==> config.mk <==
export PLATFORM = sky130hd
export DESIGN_NAME = graph_mem_port
export DESIGN_NICKNAME = d
export VERILOG_FILES = /design/src/rtl/graph_mem_port_pkg.sv /design/src/rtl/graph_mem_port_mem_handshake.sv /design/src/rtl/graph_mem_port.sv
export SDC_FILE = /design/constraint.sdc
export NUM_CORES = 1
export LEC_CHECK = 0
export CORE_ASPECT_RATIO = 0.5
export CORE_UTILIZATION = 33
export DETAILED_ROUTE_END_ITERATION = 10
export PLACE_DENSITY = 0.52
export SLEW_MARGIN = 30
export SYNTH_ARGS = -nofsm -noshare
export SYNTH_HDL_FRONTEND = slang
export SYNTH_SLANG_ARGS = --single-unit
export TNS_END_PERCENT = 20
==> constraint.sdc <==
create_clock -name clock -period 9.2 [get_ports clock]
set_input_delay 1.84 -clock clock [delete_from_list [all_inputs] [get_ports clock]]
set_output_delay 1.84 -clock clock [all_outputs]
set_load 0.02 [all_outputs]
==> src/rtl/graph_mem_port_pkg.sv <==
// Shared encodings and defaults for the graph memory-port engine.
// Mode encodings, FSM state enum and default widths used by graph_mem_port.
package graph_mem_port_pkg;

    localparam int DEFAULT_MADDR_WIDTH = 16;
    localparam int DEFAULT_MDATA_WIDTH = 16;
    localparam int DEFAULT_INDEX_WIDTH = 8;
    localparam int DEFAULT_MAX_NODES   = 8;
    localparam int DEFAULT_TIMEOUT     = 64;

    typedef enum logic [1:0] {
        MODE_LOAD        = 2'd0,
        MODE_LOAD_VERIFY = 2'd1,
        MODE_DUMP_PREV   = 2'd2,
        MODE_RESERVED    = 2'd3
    } mode_t;

    typedef enum logic [3:0] {
        S_IDLE   = 4'd0,
        S_FETCH  = 4'd1,
        S_WRITE  = 4'd2,
        S_WGAP   = 4'd3,
        S_VREAD  = 4'd4,
        S_VGAP   = 4'd5,
        S_READ   = 4'd6,
        S_RGAP   = 4'd7,
        S_EMIT   = 4'd8,
        S_FINISH = 4'd9
    } state_t;

endpackage

==> src/rtl/graph_mem_port_mem_handshake.sv <==
// One enable/ready memory transaction: raise the enable on go, hold address/data
// until ready, capture read data, drop the enable, or give up after TIMEOUT cycles.
module mem_handshake #(
    parameter int AW      = 16,
    parameter int DW      = 16,
    parameter int TIMEOUT = 64
) (
    input  logic          clk_i,
    input  logic          rst_ni,
    input  logic          go_i,
    input  logic          write_i,
    input  logic [AW-1:0] addr_i,
    input  logic [DW-1:0] wdata_i,
    output logic          read_enable_o,
    output logic          write_enable_o,
    output logic [AW-1:0] addr_o,
    output logic [DW-1:0] wdata_o,
    input  logic          read_ready_i,
    input  logic          write_ready_i,
    input  logic [DW-1:0] read_data_i,
    output logic [DW-1:0] rdata_o,
    output logic          done_o,
    output logic          timeout_o
);

    localparam int CW = $clog2(TIMEOUT + 1);

    logic          rd_en_q;
    logic          wr_en_q;
    logic [AW-1:0] addr_q;
    logic [DW-1:0] wdata_q;
    logic [DW-1:0] rdata_q;
    logic [CW-1:0] cnt_q;

    logic active;
    logic hit;
    logic expire;

    assign active = rd_en_q | wr_en_q;
    assign hit    = (rd_en_q & read_ready_i) | (wr_en_q & write_ready_i);
    assign expire = active & ~hit & (cnt_q == CW'(TIMEOUT - 1));

    always_ff @(posedge clk_i or negedge rst_ni) begin
        if (!rst_ni) begin
            rd_en_q <= 1'b0;
            wr_en_q <= 1'b0;
            addr_q  <= '0;
            wdata_q <= '0;
            rdata_q <= '0;
            cnt_q   <= '0;
        end else if (go_i) begin
            wr_en_q <= write_i;
            rd_en_q <= ~write_i;
            addr_q  <= addr_i;
            wdata_q <= wdata_i;
            cnt_q   <= '0;
        end else if (hit || expire) begin
            // Enable drops the cycle after ready is sampled (or the wait expires).
            rd_en_q <= 1'b0;
            wr_en_q <= 1'b0;
            if (rd_en_q && read_ready_i) begin
                rdata_q <= read_data_i;
            end
        end else if (active) begin
            cnt_q <= cnt_q + CW'(1);
        end
    end

    assign read_enable_o  = rd_en_q;
    assign write_enable_o = wr_en_q;
    assign addr_o         = addr_q;
    assign wdata_o        = wdata_q;
    assign rdata_o        = rdata_q;
    assign done_o         = hit;
    assign timeout_o      = expire;

endmodule

==> src/rtl/graph_mem_port.sv <==
// Memory-port engine: streams an NxN weight matrix into BlockRam (optionally
// read-back verified) or streams the prev array out, one mem_handshake at a time.
module graph_mem_port
    import graph_mem_port_pkg::*;
#(
    parameter int MADDR_WIDTH = DEFAULT_MADDR_WIDTH,
    parameter int MDATA_WIDTH = DEFAULT_MDATA_WIDTH,
    parameter int INDEX_WIDTH = DEFAULT_INDEX_WIDTH,
    parameter int MAX_NODES   = DEFAULT_MAX_NODES,
    parameter int ADDR_STRIDE = MADDR_WIDTH / 8,
    parameter int TIMEOUT     = DEFAULT_TIMEOUT
) (
    input  logic                       clock,
    input  logic                       reset,
    input  logic                       start,
    input  logic [1:0]                 mode,
    input  logic [INDEX_WIDTH-1:0]     number_of_nodes,
    input  logic [MADDR_WIDTH-1:0]     base_address,
    input  logic [MDATA_WIDTH-1:0]     in_data,
    input  logic                       in_valid,
    output logic                       in_ready,
    output logic [MDATA_WIDTH-1:0]     out_data,
    output logic                       out_valid,
    input  logic                       out_ready,
    output logic                       mem_read_enable,
    output logic                       mem_write_enable,
    input  logic                       mem_read_ready,
    input  logic                       mem_write_ready,
    output logic [MADDR_WIDTH-1:0]     mem_addr,
    output logic [MDATA_WIDTH-1:0]     mem_write_data,
    input  logic [MDATA_WIDTH-1:0]     mem_read_data,
    output logic                       busy,
    output logic                       done,
    output logic                       error,
    output logic [2*INDEX_WIDTH-1:0]   error_index,
    output state_t                     dbg_state
);

    // Streams use valid/ready: a word moves on every cycle where both are 1.
    localparam int KW = 2 * INDEX_WIDTH;
    localparam logic [MADDR_WIDTH-1:0] STRIDE = MADDR_WIDTH'(ADDR_STRIDE);

    state_t                 state_q;
    mode_t                  mode_q;
    logic [INDEX_WIDTH-1:0] n_q;
    logic [KW-1:0]          nn_q;
    logic [KW-1:0]          k_q;
    logic [MADDR_WIDTH-1:0] addr_q;
    logic [MDATA_WIDTH-1:0] word_q;
    logic                   go_q;
    logic                   write_q;
    logic                   in_ready_q;
    logic                   out_valid_q;
    logic [MDATA_WIDTH-1:0] out_data_q;
    logic                   busy_q;
    logic                   done_q;
    logic                   error_q;
    logic [KW-1:0]          error_index_q;

    logic [KW-1:0]          nn_d;
    logic [MADDR_WIDTH-1:0] dump_base_d;
    logic                   bad_request_d;
    logic                   last_word_d;
    logic                   last_prev_d;
    logic                   hs_done;
    logic                   hs_timeout;
    logic [MDATA_WIDTH-1:0] hs_rdata;

    always_comb begin
        nn_d          = KW'(number_of_nodes) * KW'(number_of_nodes);
        // prev[] sits directly after the N*N matrix; wrap-around is intentional.
        dump_base_d   = base_address + MADDR_WIDTH'(nn_d) * STRIDE;
        bad_request_d = (mode_t'(mode) == MODE_RESERVED) || (int'(number_of_nodes) > MAX_NODES);
        last_word_d   = (k_q == nn_q - KW'(1));
        last_prev_d   = (k_q == KW'(n_q) - KW'(1));
    end

    always_ff @(posedge clock or negedge reset) begin
        if (!reset) begin
            state_q       <= S_IDLE;
            mode_q        <= MODE_LOAD;
            n_q           <= '0;
            nn_q          <= '0;
            k_q           <= '0;
            addr_q        <= '0;
            word_q        <= '0;
            go_q          <= 1'b0;
            write_q       <= 1'b0;
            in_ready_q    <= 1'b0;
            out_valid_q   <= 1'b0;
            out_data_q    <= '0;
            busy_q        <= 1'b0;
            done_q        <= 1'b0;
            error_q       <= 1'b0;
            error_index_q <= '0;
        end else begin
            go_q   <= 1'b0;
            done_q <= 1'b0;
            case (state_q)
                S_IDLE: begin
                    if (start) begin
                        mode_q        <= mode_t'(mode);
                        n_q           <= number_of_nodes;
                        nn_q          <= nn_d;
                        k_q           <= '0;
                        error_index_q <= '0;
                        error_q       <= bad_request_d;
                        if (bad_request_d || number_of_nodes == '0) begin
                            done_q  <= 1'b1;
                            state_q <= S_FINISH;
                        end else if (mode_t'(mode) == MODE_DUMP_PREV) begin
                            addr_q  <= dump_base_d;
                            busy_q  <= 1'b1;
                            go_q    <= 1'b1;
                            write_q <= 1'b0;
                            state_q <= S_READ;
                        end else begin
                            addr_q     <= base_address;
                            busy_q     <= 1'b1;
                            in_ready_q <= 1'b1;
                            state_q    <= S_FETCH;
                        end
                    end
                end
                S_FETCH: begin
                    if (in_valid && in_ready_q) begin
                        word_q     <= in_data;
                        in_ready_q <= 1'b0;
                        go_q       <= 1'b1;
                        write_q    <= 1'b1;
                        state_q    <= S_WRITE;
                    end
                end
                S_WRITE, S_VREAD, S_READ: begin
                    if (hs_timeout) begin
                        error_q       <= 1'b1;
                        error_index_q <= k_q;
                        busy_q        <= 1'b0;
                        done_q        <= 1'b1;
                        state_q       <= S_FINISH;
                    end else if (hs_done) begin
                        state_q <= (state_q == S_WRITE) ? S_WGAP :
                                   (state_q == S_VREAD) ? S_VGAP : S_RGAP;
                    end
                end
                S_WGAP, S_VGAP: begin
                    if (state_q == S_WGAP && mode_q == MODE_LOAD_VERIFY) begin
                        go_q    <= 1'b1;
                        write_q <= 1'b0;
                        state_q <= S_VREAD;
                    end else begin
                        // Only the first mismatch is recorded; the load keeps going.
                        if (state_q == S_VGAP && hs_rdata != word_q && !error_q) begin
                            error_q       <= 1'b1;
                            error_index_q <= k_q;
                        end
                        if (last_word_d) begin
                            busy_q  <= 1'b0;
                            done_q  <= 1'b1;
                            state_q <= S_FINISH;
                        end else begin
                            k_q        <= k_q + KW'(1);
                            addr_q     <= addr_q + STRIDE;
                            in_ready_q <= 1'b1;
                            state_q    <= S_FETCH;
                        end
                    end
                end
                S_RGAP: begin
                    out_data_q  <= hs_rdata;
                    out_valid_q <= 1'b1;
                    state_q     <= S_EMIT;
                end
                S_EMIT: begin
                    if (out_ready) begin
                        out_valid_q <= 1'b0;
                        if (last_prev_d) begin
                            busy_q  <= 1'b0;
                            done_q  <= 1'b1;
                            state_q <= S_FINISH;
                        end else begin
                            k_q     <= k_q + KW'(1);
                            addr_q  <= addr_q + STRIDE;
                            go_q    <= 1'b1;
                            write_q <= 1'b0;
                            state_q <= S_READ;
                        end
                    end
                end
                S_FINISH: state_q <= S_IDLE;
                default:  state_q <= S_IDLE;
            endcase
        end
    end

    mem_handshake #(
        .AW      (MADDR_WIDTH),
        .DW      (MDATA_WIDTH),
        .TIMEOUT (TIMEOUT)
    ) u_hs (
        .clk_i          (clock),
        .rst_ni         (reset),
        .go_i           (go_q),
        .write_i        (write_q),
        .addr_i         (addr_q),
        .wdata_i        (word_q),
        .read_enable_o  (mem_read_enable),
        .write_enable_o (mem_write_enable),
        .addr_o         (mem_addr),
        .wdata_o        (mem_write_data),
        .read_ready_i   (mem_read_ready),
        .write_ready_i  (mem_write_ready),
        .read_data_i    (mem_read_data),
        .rdata_o        (hs_rdata),
        .done_o         (hs_done),
        .timeout_o      (hs_timeout)
    );

    assign in_ready    = in_ready_q;
    assign out_valid   = out_valid_q;
    assign out_data    = out_data_q;
    assign busy        = busy_q;
    assign done        = done_q;
    assign error       = error_q;
    assign error_index = error_index_q;
    assign dbg_state   = state_q;

endmodule

==> flow_metrics.py <==
# Flow results
metrics = {
    "outcome": {
        "outcome": "finished, final reports clean",
    },
    "clock_network": {
        "tritoncts_clock_tree": "built",
        "clock_path_buffers": 2,
        "post-cts-setup-buffer-count": 0,
        "clock_transition_at_path_regs_ns": 0.08,
        "tritoncts.num_buffers": 17,
        "clockRootBuffer": "sky130_fd_sc_hd__clkbuf_16",
    },
    "floorplan": {
        "floorplan.initialDensity_pct": 33.6,
        "rows": 47,
    },
    "placed_design": {
        "hpwl_um": 23400,
        "gp_congestion": 0.894,
        "postPlaceCellArea_um2": 12900,
        "post-place-ws_ns": 1.13,
    },
    "worst_hold_path": {
        "holdCritPathClass": "flip-flop to flip-flop",
        "min_from": "mode_q[0]$_DFFE_PN0P_",
        "endpoint_of_the_worst_hold_path": "mode_q[0]$_DFFE_PN0P_",
    },
    "worst_setup_path": {
        "critPathSlowestCell": "sky130_fd_sc_hd__clkdlybuf4s50_1",
        "cp_data_arrival_time_ns": 7.97,
        "worst_ep_required_time_ns": 9.55,
        "worst_setup_path_end_kind": "flip-flop",
        "critical_path.cell_chain": "clkdlybuf4s50_1 > nand2_1 > fa_1 > inv_1 > fa_1 > ha_1 > inv_1 > fa_1 > inv_1 > ha_1 > a21o_1 > a21o_1 > a21oi_1 > o21ai_0 > a21oi_1 > xnor2_1 > ha_1 > or3_1 > a2111oi_0 > nor3_1 > a31oi_1 > xnor2_1 > mux2i_1 > a211oi_1",
        "critical_path.max_stage_delay_ns": 0.80,
        "critical_path.startpoint_type": "primary input",
    },
    "sta": {
        "rsz_0062_raised_after_global_routing": "false",
        "hold-worst-slack_ns": 0.475,
        "setup_slack_ns": 1.58,
        "maxClockFrequency_mhz": 131,
        "final.setup.tns_ns": 0,
        "setup_viol_count_final": 0,
        "finalHoldViolations": 0,
        "worst_clock_skew_ns": 0.0107,
    },
    "synth": {
        "ys_seq_share_pct": 38.7,
        "synth.cellmix.xorXnorShare_pct": 6.06,
        "synth.yosys.chip_area_um2": 11100,
        "yosysCellCount": 1178,
        "netlist_area_um2": 11100,
        "synth_cell_type_count": 69,
        "synth-adder-area-share_pct": 9.79,
    },
    "pwr": {
        "leakage_nw": 5.77,
        "ir_worst_vdd_mv": 0.176,
        "power.density_nw_per_um2": 332,
        "post-layout-total-power_mw": 4.49,
    },
    "finish": {
        "layout.filler_cells": 3229,
        "final_layout_size_suffix_gt1_share_pct": 11.5,
    },
    "global_routing": {
        "number_of_global_route_vias_before_repair": 9237,
        "grt_first_pass_wirelength_um": 51000,
    },
}
==> metal layers <==
layer | vias up | GRT usage, % | part of all wire, %
met4 | 0 | 4.26 | 0.99
met5 | - | 0 | 0
li1 | 4303 | - | -
met2 | 168 | 30.9 | 48
met1 | 4381 | 25.6 | 47
met3 | 18 | 3.69 | 4.3
==> sequential cells by signal, indices dropped and copies added (netlist names), 2 cells and up <==
signal        cells
n_q               8
nn_q             14
word_q           16
mode_q            2
dbg_state         4
u_hs.rdata_o     16
u_hs.wdata_o     16
error_index      16
k_q              16
addr_q           16
out_data         16
u_hs.cnt_q        7
u_hs.addr_o      16
==> worst register-to-register path: stages, from the launching register on <==
cell,delay [ns]
sky130_fd_sc_hd__dfrtp_1,0.60
sky130_fd_sc_hd__or3_1,0.53
sky130_fd_sc_hd__nor2_1,0.50
sky130_fd_sc_hd__nand2_1,0.20
sky130_fd_sc_hd__o21a_1,0.19
sky130_fd_sc_hd__nand2b_1,0.20
sky130_fd_sc_hd__a21oi_2,0.64
sky130_fd_sc_hd__and2_1,0.49
sky130_fd_sc_hd__mux2_1,0.37
==> worst max-delay path by stage <==
stage | from | endpoint | slack (ns) | cells past startpoint
global placement | number_of_nodes[0] | addr_q[15]$_DFFE_PN0P_ | 1.38 | 24
detailed placement | number_of_nodes[0] | addr_q[15]$_DFFE_PN0P_ | 1.13 | 23
finish | number_of_nodes[0] | addr_q[15]$_DFFE_PN0P_ | 1.58 | 24
floorplan | number_of_nodes[5] | addr_q[15]$_DFFE_PN0P_ | 2.30 | 21
global route | number_of_nodes[0] | addr_q[15]$_DFFE_PN0P_ | 1.22 | 24
CTS | number_of_nodes[0] | addr_q[15]$_DFFE_PN0P_ | 1.62 | 24
==> synth_stat cells, drive strengths merged (5+ instances only) <==
cell type,number,area share [%]
mux2i,23,2.1
nor2,51,1.7
a21o,8,0.54
mux2,83,8.4
nand3b,5,0.34
fa,25,4.5
a31oi,18,1.0
or2,6,0.34
ha,47,5.3
and2,26,1.5
clkbuf,54,1.8
or3,9,0.51
a21oi,49,2.2
nor4,18,1.4
o21ai,63,2.9
buf,7,0.43
o2bb2ai,5,0.39
xor2,27,2.1
nand2b,24,1.3
nand2,149,5.0
xnor2,50,3.9
dfrtp,172,39
nor3,34,1.5
nor2b,9,0.51
inv,74,2.5
a22oi,5,0.34
nand4,15,0.84
nand3,50,2.2
and3,8,0.45
==> layout make-up <==
| cell class | instances | area [um^2] | share of cell area (%) |
|---|---|---|---|
| antenna | 1 | 2.50 | 0.0185 |
| sequential | 172 | 4310 | 31.8 |
| inverter | 74 | 278 | 2.05 |
| multi-input combinational | 872 | 6310 | 46.6 |
| clock inverter | 14 | 178 | 1.31 |
| timing repair buffer | 150 | 1480 | 10.9 |
| clock buffer | 17 | 425 | 3.14 |
| tap | 441 | 552 | 4.08 |
==> power breakdown <==
| part | total [mW] | switching, mW | leakage (nW) | internal (mW) |
|---|---|---|---|---|
| clock | 0.761 | 0.349 | 0.295 | 0.412 |
| combinational | 2.36 | 1.30 | 3.31 | 1.06 |
| sequential | 1.36 | 0.318 | 2.16 | 1.05 |
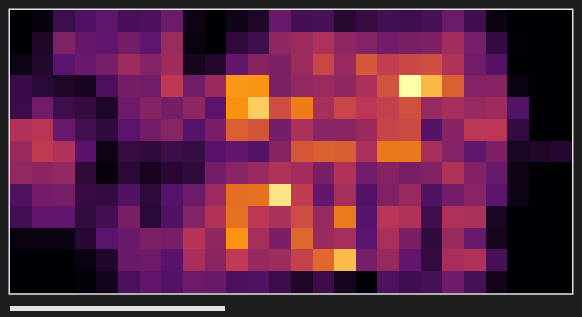
(wiring heat map)
Bar = 100 um. 26 x 13 tiles, from black (low) to pale yellow (high), scaled to the fullest tile. Values are wire area over tile area, all layers added.
13% of the tiles are nearly empty. The densest ninth of the die: centre. 12% of the tiles are over half the peak. The fullest tile reaches 0.49.
global routing usage summed across all routing layers: 18.8%
detailed-route wire length per cell: 18.0 um

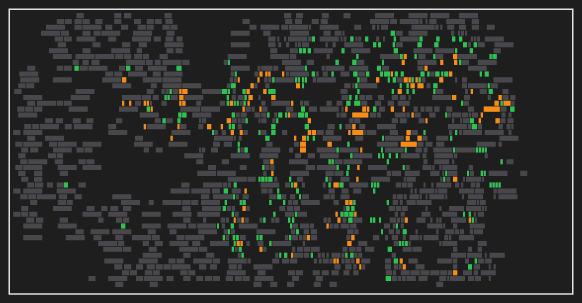
(gate-type map)
Orange shows NOR gates, cells 119, most used nor2_1. Green shows NAND gates, cells 246, most used nand2_1.
Cell Count, Final, Fillers Out: 1,741
most used logic cell in the final layout: sky130_fd_sc_hd__dfrtp_1
combinational share of cell area: 46.6%

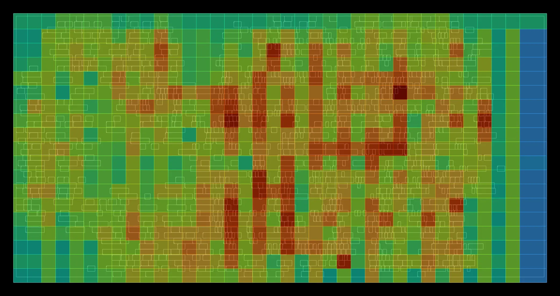
(routing congestion)
global-route met2 utilization: 30.9%
core utilization of the finished layout: 40.9%
Top Usage Layer GRT: met2
fraction of met1 tracks used by global routing: 25.6%
Global Route met3 Usage: 3.69%

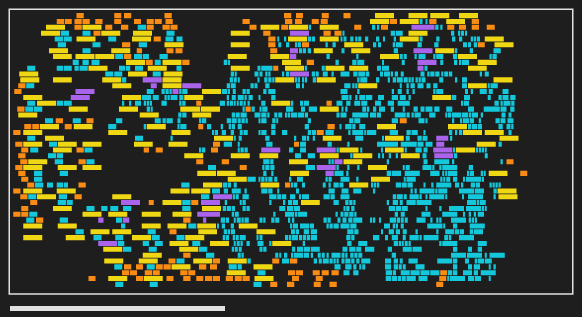
(cell classes on the final placement)
Bar = 100 um.
Yellow shows flops, cells 172, share of their area 33%. Cyan shows all other logic, cells 946, share of their area 51%. Orange shows other buffers and delay cells, cells 150, share of their area 11%. Purple shows clock drivers and dummy loads, cells 31, share of their area 4.6%.
post-route standard cell area excluding fillers: 13,500 um^2
Core Region: 33,100 um^2

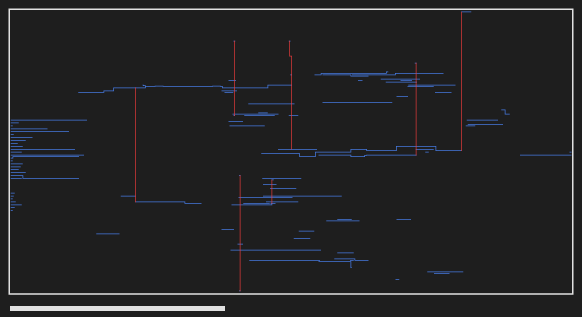
(wiring by layer)
Bar = 100 um. Two of the layers only.
Red shows met4, wire length 311 um. Blue shows met3, wire length 1,340 um.
number of vias after detailed routing: 8,870
Detailed Route WL: 31,300 um

Power figures rest on the tool's default switching activity, not on a simulated workload.
